$ cat src/rtl/ks_serial_wide_adder.sv
// ks_serial_wide_adder
//   Byte-serial wide adder: one 8-bit Kogge-Stone carry chain is reused once
//   per cycle, least significant byte first, so an operand of 8*NBYTES bits
//   takes NBYTES cycles to sum. Valid/ready handshake on both sides.
//
//   Parameters
//     NBYTES       operand width in bytes (2..16)
//   Ports
//     clk          clock, rising edge
//     rst          synchronous active-high reset
//     start_valid  operands offered
//     start_ready  block idle and can accept operands
//     a, b, cin    operands and carry-in, sampled only on the accept edge
//     res_valid    sum/cout valid, held until res_ready
//     res_ready    consumer takes the result
//     sum, cout    a + b + cin and carry out of the MSB
//     overflow     two's-complement overflow (only with KS_SERIAL_OVF_EN)
//
//   Build option: define KS_SERIAL_OVF_EN to add the overflow port.

// 8-bit Kogge-Stone carry network; c_o[i] is the carry out of bit i.
module kogge_stone_adder_carry_chain (
    input  logic [7:0] a,
    input  logic [7:0] b,
    input  logic       c0,
    output logic [7:0] c_o
);
    logic [7:0] g;
    logic [7:0] p;
    logic [7:0] g_n;
    logic [7:0] p_n;

    // c0 is folded into bit 0's generate, so the prefix result at bit i is
    // directly the carry out of bit i.
    always_comb begin
        g = a & b;
        p = a ^ b;
        g[0] = g[0] | (p[0] & c0);
        g_n = '0;
        p_n = '0;
        for (int unsigned lvl = 0; lvl < 3; lvl++) begin
            for (int unsigned i = 0; i < 8; i++) begin
                if (i >= (1 << lvl)) begin
                    g_n[i] = g[i] | (p[i] & g[i - (1 << lvl)]);
                    p_n[i] = p[i] & p[i - (1 << lvl)];
                end else begin
                    g_n[i] = g[i];
                    p_n[i] = p[i];
                end
            end
            g = g_n;
            p = p_n;
        end
        c_o = g;
    end
endmodule

module ks_serial_wide_adder #(
    parameter int unsigned NBYTES = 4
) (
    input  logic                  clk,
    input  logic                  rst,
    input  logic                  start_valid,
    output logic                  start_ready,
    input  logic [8*NBYTES-1:0]   a,
    input  logic [8*NBYTES-1:0]   b,
    input  logic                  cin,
    output logic                  res_valid,
    input  logic                  res_ready,
    output logic [8*NBYTES-1:0]   sum,
    output logic                  cout
`ifdef KS_SERIAL_OVF_EN
    ,
    output logic                  overflow
`endif
);
    localparam int unsigned IW = $clog2(NBYTES) + 1;

    typedef enum logic [1:0] {
        IDLE,
        RUN,
        DONE
    } state_t;

    state_t state_q, state_d;

    logic [8*NBYTES-1:0] a_q;
    logic [8*NBYTES-1:0] b_q;
    logic [8*NBYTES-1:0] sum_q;
    logic                carry_q;
    logic                cout_q;
    logic [IW-1:0]       idx_q;
    logic                last_byte;

    logic [7:0] a_byte;
    logic [7:0] b_byte;
    logic [7:0] c_o;
    logic [7:0] sum_byte;

    assign a_byte    = a_q[{idx_q, 3'b000} +: 8];
    assign b_byte    = b_q[{idx_q, 3'b000} +: 8];
    assign last_byte = (idx_q == IW'(NBYTES - 1));

    kogge_stone_adder_carry_chain u_chain (
        .a   (a_byte),
        .b   (b_byte),
        .c0  (carry_q),
        .c_o (c_o)
    );

    // Carry into bit i is the carry out of bit i-1 (c0 for bit 0).
    assign sum_byte = a_byte ^ b_byte ^ {c_o[6:0], carry_q};

    always_ff @(posedge clk) begin
        if (rst) begin
            state_q <= IDLE;
        end else begin
            state_q <= state_d;
        end
    end

    always_comb begin
        state_d     = state_q;
        start_ready = 1'b0;
        res_valid   = 1'b0;
        unique case (state_q)
            IDLE: begin
                start_ready = 1'b1;
                if (start_valid) state_d = RUN;
            end
            RUN: begin
                if (last_byte) state_d = DONE;
            end
            DONE: begin
                res_valid = 1'b1;
                if (res_ready) state_d = IDLE;
            end
            default: state_d = IDLE;
        endcase
    end

`ifdef KS_SERIAL_OVF_EN
    logic ovf_q;
`endif

    always_ff @(posedge clk) begin
        if (rst) begin
            a_q     <= '0;
            b_q     <= '0;
            sum_q   <= '0;
            carry_q <= 1'b0;
            cout_q  <= 1'b0;
            idx_q   <= '0;
`ifdef KS_SERIAL_OVF_EN
            ovf_q   <= 1'b0;
`endif
        end else begin
            if (state_q == IDLE && start_valid) begin
                a_q     <= a;
                b_q     <= b;
                carry_q <= cin;
                idx_q   <= '0;
            end
            if (state_q == RUN) begin
                sum_q[{idx_q, 3'b000} +: 8] <= sum_byte;
                carry_q <= c_o[7];
                idx_q   <= idx_q + 1'b1;
                if (last_byte) begin
                    cout_q <= c_o[7];
`ifdef KS_SERIAL_OVF_EN
                    ovf_q  <= c_o[7] ^ c_o[6];
`endif
                end
            end
        end
    end

    assign sum  = sum_q;
    assign cout = cout_q;
`ifdef KS_SERIAL_OVF_EN
    assign overflow = ovf_q;
`endif
endmodule
$ cat config.mk
export PLATFORM = sky130hd
export DESIGN_NAME = ks_serial_wide_adder
export DESIGN_NICKNAME = d
export VERILOG_FILES = /design/src/rtl/ks_serial_wide_adder.sv
export SDC_FILE = /design/constraint.sdc
export NUM_CORES = 1
export LEC_CHECK = 0
export CORE_MARGIN = 2
export CORE_UTILIZATION = 50
export CTS_CLUSTER_SIZE = 28
export DETAILED_ROUTE_END_ITERATION = 16
export PLACE_DENSITY = 0.91
export SYNTH_ARGS = -nofsm -noshare
export SYNTH_HDL_FRONTEND = slang
export SYNTH_SLANG_ARGS = --single-unit
export TNS_END_PERCENT = 10
$ cat constraint.sdc
create_clock -name clk -period 3.8 [get_ports clk]
set_clock_uncertainty 0.05 [all_clocks]
set_input_delay 0.57 -clock clk [delete_from_list [all_inputs] [get_ports clk]]
set_output_delay 0.57 -clock clk [all_outputs]
set_load 0.02 [all_outputs]
### Routed metal, one colour a layer, run 1

Scale bar: 20 um.
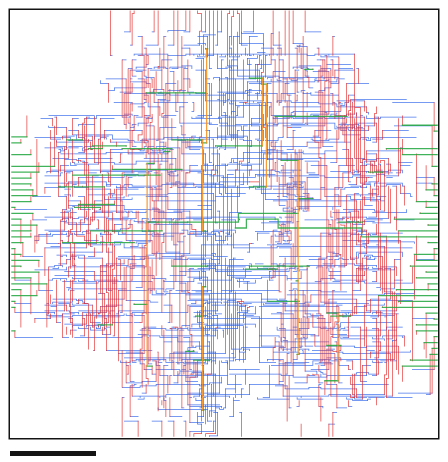
[met4] orange | wire length: 218 um
[met2] red | wire length: 5420 um
[met1] blue | wire length: 4810 um
[met3] green | wire length: 643 um

### The metal 4 layer, run 1

Scale bar: 20 um.
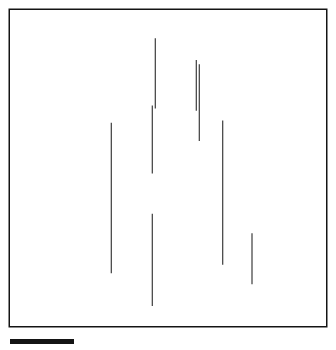
wire length on this layer: 218 um
main direction: vertical
nets with wire on the layer: 7
share of all routed wire: 2.0%
longest straight run: 46.9 um

### Cell classes on the final placement, run 1

Scale bar: 20 um. Fill, decap, tap and diode cells in grey.
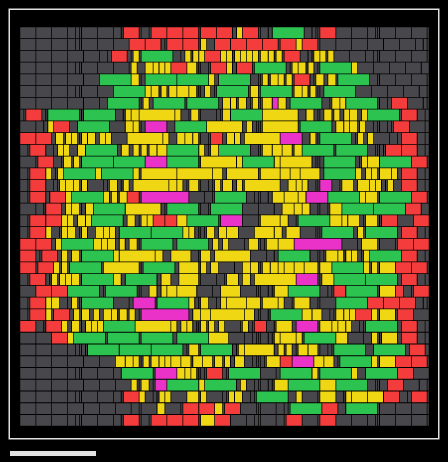
[clock drivers and dummy loads] magenta | cells: 16 | share of their area: 4.3%
[flip-flops] green | cells: 103 | share of their area: 36%
[all other logic] yellow | cells: 376 | share of their area: 40%
[other buffers and delay cells] red | cells: 110 | share of their area: 19%

## run 1: registers in the layout, indices dropped and copies added (netlist names)
register	count
cout	1
idx_q	3
state_q	2
carry_q	1
b_q	32
a_q	32
sum	32
## run 1: layer usage
layer,global-route usage (%),share of wire [%],up-vias
met5,0,0,-
met4,7.80,2.0,0
met3,3.09,5.8,21
met2,38.1,49,147
met1,30.4,43,1861
li1,-,-,1912
## run 1: logic make-up after synthesis
kind of cell    after synthesis
xor+xnor                      4
flops                       103
buf+inv                      42
fa+ha+maj                    13
simple gates                216
mux                          30
compound gates              107
## run 1: layout make-up
cell class | count | area (sq um)
clock inverter | 5 | 105
tap | 108 | 135
fill | 677 | 2940
clock buffer | 11 | 141
timing repair buffer | 110 | 1080
multi-input combinational | 370 | 2270
inverter | 6 | 22.5
sequential | 103 | 2060
==> impl_report.txt, run 1 <==
PHYSICAL IMPLEMENTATION REPORT
----------------------------------------------------
[Cells and area]
  Number of diodes added for antenna fixing ........................ 0
  Commonest non-fill, non-tap cells in the layout ........................ sky130_fd_sc_hd__nand2_1, sky130_fd_sc_hd__dfxtp_1, sky130_fd_sc_hd__clkdlybuf4s50_1, sky130_fd_sc_hd__a21oi_1, sky130_fd_sc_hd__nor2_1
  Number of nets in the layout ........................ 682
  End-of-flow core utilization ........................ about two thirds
  Area Overhead vs Synth ........................ 28.7%
  Share of cells above drive strength 1 ........................ roughly 7.6%

[Synthesis]
  Synthesis area per yosys ........................ about 4500 sq um
  Main logic family ........................ simple AND/OR/NAND/NOR gates
  Mux cell area share ........................ between 10% and 20%
  Area leader, netlist ........................ sky130_fd_sc_hd__dfxtp_1
  Adder and majority gate portion of the synthesized area ........................ around 3.9%
  Synthesized-area fraction occupied by xor and xnor cells ........................ less than 1%
  Library cell with the highest instance count after synthesis ........................ sky130_fd_sc_hd__nand2_1
  Synthesized cell area ........................ about 4500 sq um
  Number of standard cells reported by yosys ........................ a little over 500
  Top_reg_cell synth ........................ sky130_fd_sc_hd__dfxtp_1
  Share of Yosys cell area claimed by the top area cell type ........................ 45.6%
  Biggest area cells ........................ sky130_fd_sc_hd__dfxtp_1, sky130_fd_sc_hd__nand2_1, sky130_fd_sc_hd__a21oi_1
  Per-instance average area after synthesis ........................ just under 9 sq um

[Timing]
  Worst max-slew margin expressed relative to the limit ........................ between 20% and 30%
  Final hold violations ........................ 0
  Final-report max-slew violation count ........................ 0
  Number of failing setup endpoints in the final timing report ........................ 0
  RSZ-0062 raised after global routing ........................ no
  Worst-Margin Slew ........................ between 1 and 1.5 ns
  Maximum clock rate ........................ 302 MHz
  Post-route worst setup slack ........................ approximately 0.49 ns
  Final-layout worst hold slack ........................ around 0.41 ns

[Placement]
  Dpl cell area ........................ approximately 5600 sq um
  Half-perimeter wire length after detailed placement ........................ 8.27 mm
  Total of buffers placed on input and output ports ........................ 103
  # placed instances ........................ 697
  Post-place setup slack ........................ 0.503 ns

[Floorplan]
  Starting density of the core ........................ 51.6%
  Chip Footprint ........................ 9820 sq um
  Vertical die dimension ........................ around 99 um
  IO Count ........................ ~100
  Die width ........................ between 90 and 100 um

[Pwr]
  Overall power after layout ........................ 2.34 mW
  Internal Dissipation ........................ ~1.8 mW
  Power share of the clock group ........................ 34.8%
  Proportion of power drawn by combinational gates ........................ ~16%
  VDD IR-drop max ........................ approximately 0.17 mV
  Sequential Power ........................ roughly 1.2 mW
  Leak ........................ 2.09 nW

[Global route]
  Wire length of the first global-routing pass ........................ about 18 mm
  Pin count of the biggest net entering global routing ........................ 68
  Via count of the first global-routing pass ........................ about 3900
  Antenna violations before repair ........................ 0

[Clock network]
  H-tree depth ........................ 3
  Buffer levels on the longest clock path ........................ 2
  Skew-Pair Late Insertion Delay ........................ 0.36 ns
  Quantity of hold-fixing buffers added after cts ........................ 0
  TritonCTS sink count ........................ between 100 and 150
  Clk pin slew, worst setup/hold paths ........................ 0.09 ns

[Setup path]
  Crit Path Category ........................ reg -> reg
  Number of buffer and inverter instances along the worst setup path ........................ 1
  Reg2Reg Setup Slack ........................ about 0.49 ns
  Worst path max stage delay ........................ a little over 0.6 ns
  Element type at the critical path start ........................ flop
  Critical path, cell by cell ........................ buf_4, mux4_2, and2_1, fa_1, a21o_1, a311o_1, a221oi_4, mux2i_1, nor2_1
  Standard cell with the maximum stage delay on the critical path ........................ sky130_fd_sc_hd__dfxtp_1
  Family with the most delay on the worst path ........................ AND-OR/OR-AND gates
  CP max FO ........................ 8
  Crit. Startpoint ........................ idx_q[0]$_SDFFE_PP0P_
  Worst flop-to-flop path startpoint ........................ idx_q[0]$_SDFFE_PP0P_

[Run status]
  Result of the run ........................ finished, final reports clean

[Hold path]
  HP Class ........................ reg -> reg
  Sink of the worst hold path ........................ a_q[6]$_SDFFE_PP0P_

[Route]
  Drt initial violations ........................ 220
  Routed wire length per instance ........................ about 16 um

----------------------------------------------------
==> run 1 -> run 2 <==
--- a/config.mk
+++ b/config.mk
@@ -7,7 +7,6 @@
 export LEC_CHECK = 0
 export CORE_MARGIN = 2
 export CORE_UTILIZATION = 50
-export CTS_CLUSTER_SIZE = 28
 export DETAILED_ROUTE_END_ITERATION = 16
 export PLACE_DENSITY = 0.91
 export SYNTH_ARGS = -nofsm -noshare
==> run 2 against run 1 <==
Against the previous run: critical path depth unchanged; final cell count unchanged; core utilization unchanged; design area unchanged; synthesized cell count unchanged; combinational power about the same; sequential power about the same; register-to-register slack about the same; critical path type unchanged; critical endpoint unchanged; largest cell class unchanged.
==> impl_report.txt, run 2 <==
PHYSICAL IMPLEMENTATION REPORT
----------------------------------------------------
[Floorplan]
  Vertical die dimension ........................ 99.1 um (unchanged)
  Chip Footprint ........................ 9820 sq um (unchanged)
  IO Count ........................ 104 (unchanged)
  Die width ........................ 99.1 um (unchanged)
  Starting density of the core ........................ 51.6% (unchanged)

[Setup path]
  Standard cell with the maximum stage delay on the critical path ........................ sky130_fd_sc_hd__dfxtp_1
  Worst flop-to-flop path startpoint ........................ idx_q[0]$_SDFFE_PP0P_
  Crit. Startpoint ........................ idx_q[0]$_SDFFE_PP0P_
  Crit Path Category ........................ reg -> reg
  Element type at the critical path start ........................ flop
  Critical path, cell by cell ........................ buf_4, mux4_2, and2_1, fa_1, a21o_1, a311o_1, a221oi_4, mux2i_1, nor2_1
  Reg2Reg Setup Slack ........................ 0.49 ns (about the same)
  CP max FO ........................ 8 (unchanged)
  Worst path max stage delay ........................ 0.61 ns (about the same)
  Number of buffer and inverter instances along the worst setup path ........................ 1 (unchanged)

[Route]
  Drt initial violations ........................ 220 (unchanged)
  Routed wire length per instance ........................ 15.6 um (unchanged)
  Highest metal layer with signal wires ........................ met4
  Total met2 wirelength after detailed routing ........................ 5.42 mm (unchanged)
  Sum of met3 wire segment lengths after detailed routing ........................ 642 um (unchanged)
  Post-Route M1 WL ........................ 4.81 mm (unchanged)

[Global route]
  Met3 usage in global routing ........................ 3.09% (unchanged)
  M2 GR Usage ........................ 38.1% (unchanged)
  Via count of the first global-routing pass ........................ 3866 (unchanged)
  Pin count of the biggest net entering global routing ........................ 68 (unchanged)
  Global-route track usage on met1 ........................ 30.4% (unchanged)

[Synthesis]
  Number of standard cells reported by yosys ........................ 515 (unchanged)
  Synthesized-area fraction occupied by xor and xnor cells ........................ 0.775% (unchanged)
  Share of Yosys cell area claimed by the top area cell type ........................ 45.6% (unchanged)
  Biggest area cells ........................ sky130_fd_sc_hd__dfxtp_1, sky130_fd_sc_hd__nand2_1, sky130_fd_sc_hd__a21oi_1
  Synthesis area per yosys ........................ 4520 sq um (unchanged)
  Adder and majority gate portion of the synthesized area ........................ 3.93% (unchanged)
  Top_reg_cell synth ........................ sky130_fd_sc_hd__dfxtp_1
  Mux cell area share ........................ 11.1% (unchanged)
  Library cell with the highest instance count after synthesis ........................ sky130_fd_sc_hd__nand2_1
  Synthesized cell area ........................ 4520 sq um (unchanged)
  Per-instance average area after synthesis ........................ 8.78 sq um (unchanged)
  Area leader, netlist ........................ sky130_fd_sc_hd__dfxtp_1

[Run status]
  Result of the run ........................ finished, final reports clean

[Clock network]
  Buffer levels on the longest clock path ........................ 2 (unchanged)
  Clk pin slew, worst setup/hold paths ........................ 0.09 ns (about the same)
  Quantity of hold-fixing buffers added after cts ........................ 0 (unchanged)
  H-tree depth ........................ 3 (unchanged)
  TritonCTS sink count ........................ 103 (unchanged)
  Clock root cell ........................ sky130_fd_sc_hd__clkbuf_8

[Pwr]
  Power share of the clock group ........................ 34.8% (about the same)
  Proportion of power drawn by combinational gates ........................ 15.6% (about the same)
  VDD IR-drop max ........................ 0.167 mV (unchanged)
  Leak ........................ 2.09 nW (unchanged)
  Sequential Power ........................ 1.16 mW (about the same)

[Timing]
  Final-layout worst hold slack ........................ 0.412 ns (unchanged)
  Number of failing setup endpoints in the final timing report ........................ 0 (unchanged)
  Maximum clock rate ........................ 302 MHz (unchanged)
  Worst max-slew margin expressed relative to the limit ........................ 21.8% (unchanged)
  Post-route worst setup slack ........................ 0.491 ns (unchanged)
  Final hold violations ........................ 0 (unchanged)
  Worst-Margin Slew ........................ 1.17 ns (unchanged)
  RSZ-0062 raised after global routing ........................ no
  Final-report max-slew violation count ........................ 0 (unchanged)

[Cells and area]
  Final-layout fill cell count ........................ 677 (unchanged)
  Commonest non-fill, non-tap cells in the layout ........................ sky130_fd_sc_hd__nand2_1, sky130_fd_sc_hd__dfxtp_1, sky130_fd_sc_hd__clkdlybuf4s50_1, sky130_fd_sc_hd__a21oi_1, sky130_fd_sc_hd__nor2_1
  Comb gate area ........................ 2270 sq um (unchanged)
  Number of diodes added for antenna fixing ........................ 0 (unchanged)
  Seq. cell area ........................ 2060 sq um (unchanged)
  Area Overhead vs Synth ........................ 28.7% (unchanged)

[Placement]
  Total of buffers placed on input and output ports ........................ 103 (unchanged)
  Half-perimeter wire length after detailed placement ........................ 8.27 mm (unchanged)
  Post-place setup slack ........................ 0.503 ns (unchanged)

[Hold path]
  Sink of the worst hold path ........................ a_q[6]$_SDFFE_PP0P_

----------------------------------------------------
[run 2: cell counts in the layout (fill, tap and decap cells not counted)]
Identical to the previous run, type by type.
[run 2: final cells by class]
| class | instances | area share [%] |
|---|---|---|
| timing repair buffer | 110 | 18.5 |
| clock buffer | 11 | 2.43 |
| sequential | 103 | 35.4 |
| multi-input combinational | 370 | 39.1 |
| clock inverter | 5 | 1.81 |
| inverter | 6 | 0.387 |
| tap | 108 | 2.32 |
[run 2: metrics by stage]
stage          instance area [sq um]  cells  power [mW]
3_5_place_dp                    5570    697        1.55
5_1_grt                         5820    713        2.43
2_1_floorplan                   4520    515        1.41
4_1_cts                         5820    713        2.35
6_report                        5820    713        2.34
3_3_place_gp                    5570    697        1.53
### Gate-type map, run 2

Scale bar: 20 um.
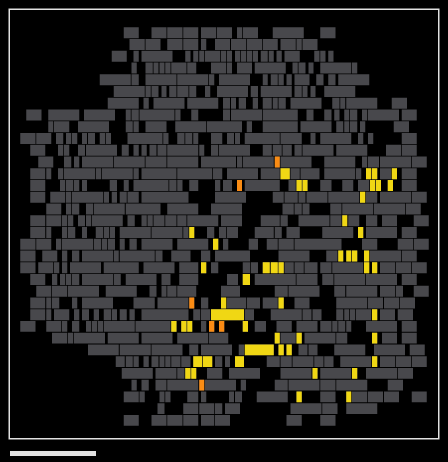
[inverters] orange | cells: 6
[NOR gates] yellow | cells: 49

### The metal 4 layer, run 2

Scale bar: 20 um.
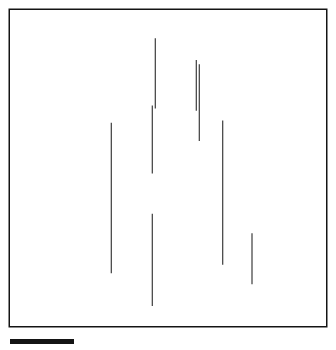

==> run 2 -> run 3 <==
--- a/config.mk
+++ b/config.mk
@@ -6,9 +6,9 @@
 export NUM_CORES = 1
 export LEC_CHECK = 0
 export CORE_MARGIN = 2
-export CORE_UTILIZATION = 50
+export CORE_UTILIZATION = 25
 export DETAILED_ROUTE_END_ITERATION = 16
-export PLACE_DENSITY = 0.91
+export PLACE_DENSITY = 0.57
 export SYNTH_ARGS = -nofsm -noshare
 export SYNTH_HDL_FRONTEND = slang
 export SYNTH_SLANG_ARGS = --single-unit
### The metal 4 layer, run 3

Scale bar: 50 um.
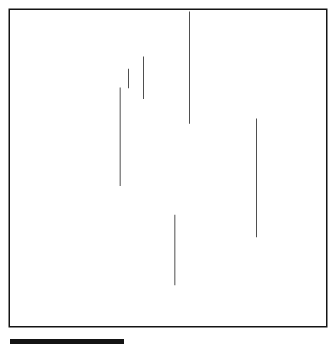
wire length on this layer: 201 um
nets with wire on the layer: 4
main direction: vertical

==> run 3 against run 2 <==
Against the previous run: flip-flop count is the same; largest cell class unchanged; fmax shrank 3.1%; highest routed layer unchanged; via count shrank 2.7%.
==> impl_report.txt, run 3 <==
PHYSICAL IMPLEMENTATION REPORT
----------------------------------------------------
[Run status]
  Result of the run ........................ finished, final reports clean

[Global route]
  Pin count of the biggest net entering global routing ........................ 108 (+59%)
  Via count of the first global-routing pass ........................ 3756 (-2.8%)
  Global-route track usage on met1 ........................ 16.2% (-14 points)
  Met3 usage in global routing ........................ 2.84% (-0.25 points)
  M2 GR Usage ........................ 20.5% (-18 points)

[Synthesis]
  Synthesized cell area ........................ 4520 sq um (unchanged)
  Synthesis area per yosys ........................ 4520 sq um (unchanged)
  Library cell with the highest instance count after synthesis ........................ sky130_fd_sc_hd__nand2_1
  Share of Yosys cell area claimed by the top area cell type ........................ 45.6% (unchanged)
  Per-instance average area after synthesis ........................ 8.78 sq um (unchanged)
  Top_reg_cell synth ........................ sky130_fd_sc_hd__dfxtp_1
  Number of standard cells reported by yosys ........................ 515 (unchanged)
  Mux cell area share ........................ 11.1% (unchanged)
  Synthesized-area fraction occupied by xor and xnor cells ........................ 0.775% (unchanged)

[Pwr]
  Power share of the clock group ........................ 35.3% (+0.5 points)
  Overall power after layout ........................ 2.37 mW (+1.2%)
  Proportion of power drawn by combinational gates ........................ 15.7% (about the same)

[Floorplan]
  Starting density of the core ........................ 25.3% (-26 points)
  Number of tapcells ........................ 229 (+110%)

[Timing]
  Post-route worst setup slack ........................ 0.385 ns (-0.105 ns)
  RSZ-0062 raised after global routing ........................ no
  Final-report max-slew violation count ........................ 0 (unchanged)
  Worst max-slew margin expressed relative to the limit ........................ 29.2% (+7.5 points)
  Maximum clock rate ........................ 293 MHz (-3.1%)

[Cells and area]
  Final-layout fill cell count ........................ 1839 (+170%)
  Data buffer area share ........................ 18.0% (-0.50 points)
  Final std cell area, no fill ........................ 5990 sq um (+3.0%)
  Seq. cell area ........................ 2060 sq um (unchanged)
  Non-clock buffers ........................ 110 (unchanged)
  Share of final layout cell area taken by clock buffers and inverters ........................ 4.47% (+0.23 points)
  Multi-input gate share of total cell area ........................ 37.9% (-1.1 points)
  Area Overhead vs Synth ........................ 32.6%
  Clock buffer count ........................ 11 (unchanged)
  Commonest non-fill, non-tap cells in the layout ........................ sky130_fd_sc_hd__nand2_1, sky130_fd_sc_hd__dfxtp_1, sky130_fd_sc_hd__clkdlybuf4s50_1, sky130_fd_sc_hd__a21oi_1, sky130_fd_sc_hd__nor2_1
  Layout sequential cell count ........................ 103 (unchanged)
  Number of diodes added for antenna fixing ........................ 0 (unchanged)
  Dominant kind of cell ........................ logic gates
  Sequential share of cell area ........................ 34.4% (-1.0 points)

[Setup path]
  Standard cell with the maximum stage delay on the critical path ........................ sky130_fd_sc_hd__dfxtp_1
  Worst path max stage delay ........................ 0.70 ns (+0.09 ns)
  Crit. Startpoint ........................ idx_q[0]$_SDFFE_PP0P_
  Worst flop-to-flop path startpoint ........................ idx_q[0]$_SDFFE_PP0P_
  Element type at the critical path start ........................ flop
  CP max FO ........................ 10 (+2)
  Crit Path Category ........................ reg -> reg
  Reg2Reg Setup Slack ........................ 0.39 ns (-0.11 ns)

[Placement]
  Dpl cell area ........................ 5730 sq um (+2.8%)
  # placed instances ........................ 818 (+17%)
  Total of buffers placed on input and output ports ........................ 103 (unchanged)
  Half-perimeter wire length after detailed placement ........................ 9.11 mm (+10%)
  Post-place setup slack ........................ 0.360 ns (-0.142 ns)

[Route]
  Post-Route M1 WL ........................ 5.47 mm (+14%)
  Routed wire length per instance ........................ 14.3 um (-8.0%)
  Sum of met3 wire segment lengths after detailed routing ........................ 690 um (+7.5%)
  Drt initial violations ........................ 189 (-14%)

[Clock network]
  Clock root cell ........................ sky130_fd_sc_hd__clkbuf_16
  H-tree depth ........................ 3 (unchanged)
  TritonCTS sink count ........................ 103 (unchanged)
  Clk pin slew, worst setup/hold paths ........................ 0.07 ns (-0.02 ns)
  Quantity of hold-fixing buffers added after cts ........................ 0 (unchanged)

----------------------------------------------------
run 3: cell types whose count changed in the layout (fill, tap and decap cells not counted):
cell,delta
sky130_fd_sc_hd__clkbuf_1,+1
sky130_fd_sc_hd__clkinv_4,+2
sky130_fd_sc_hd__bufinv_16,-3
sky130_fd_sc_hd__buf_2,-1
sky130_fd_sc_hd__clkbuf_16,+9
sky130_fd_sc_hd__clkbuf_8,-10
sky130_fd_sc_hd__buf_4,+1
sky130_fd_sc_hd__clkinv_2,+2
sky130_fd_sc_hd__clkinvlp_4,-1

==> screenshots <==
Placement view.
panel A
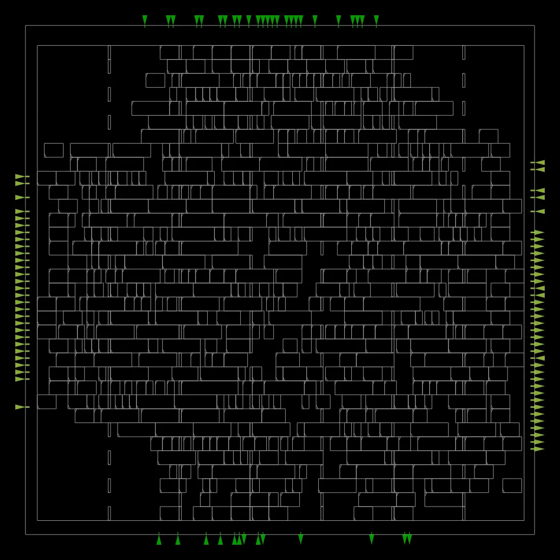
panel B
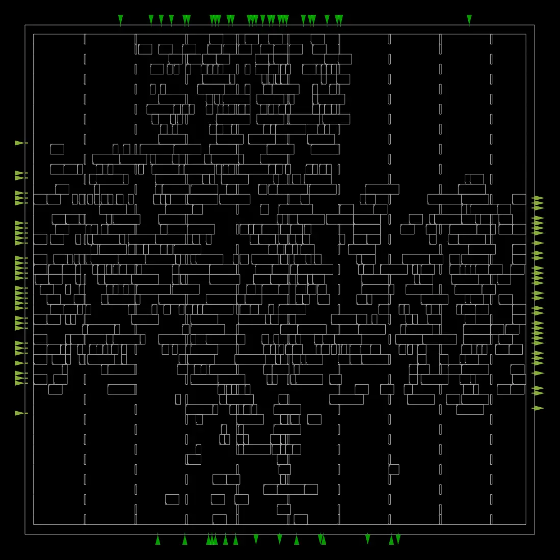
- panel B = run 3
- panel A = run 2
- highest utilization: panel A
- most cells: panel B

Power is estimated from default activity; no workload was simulated.
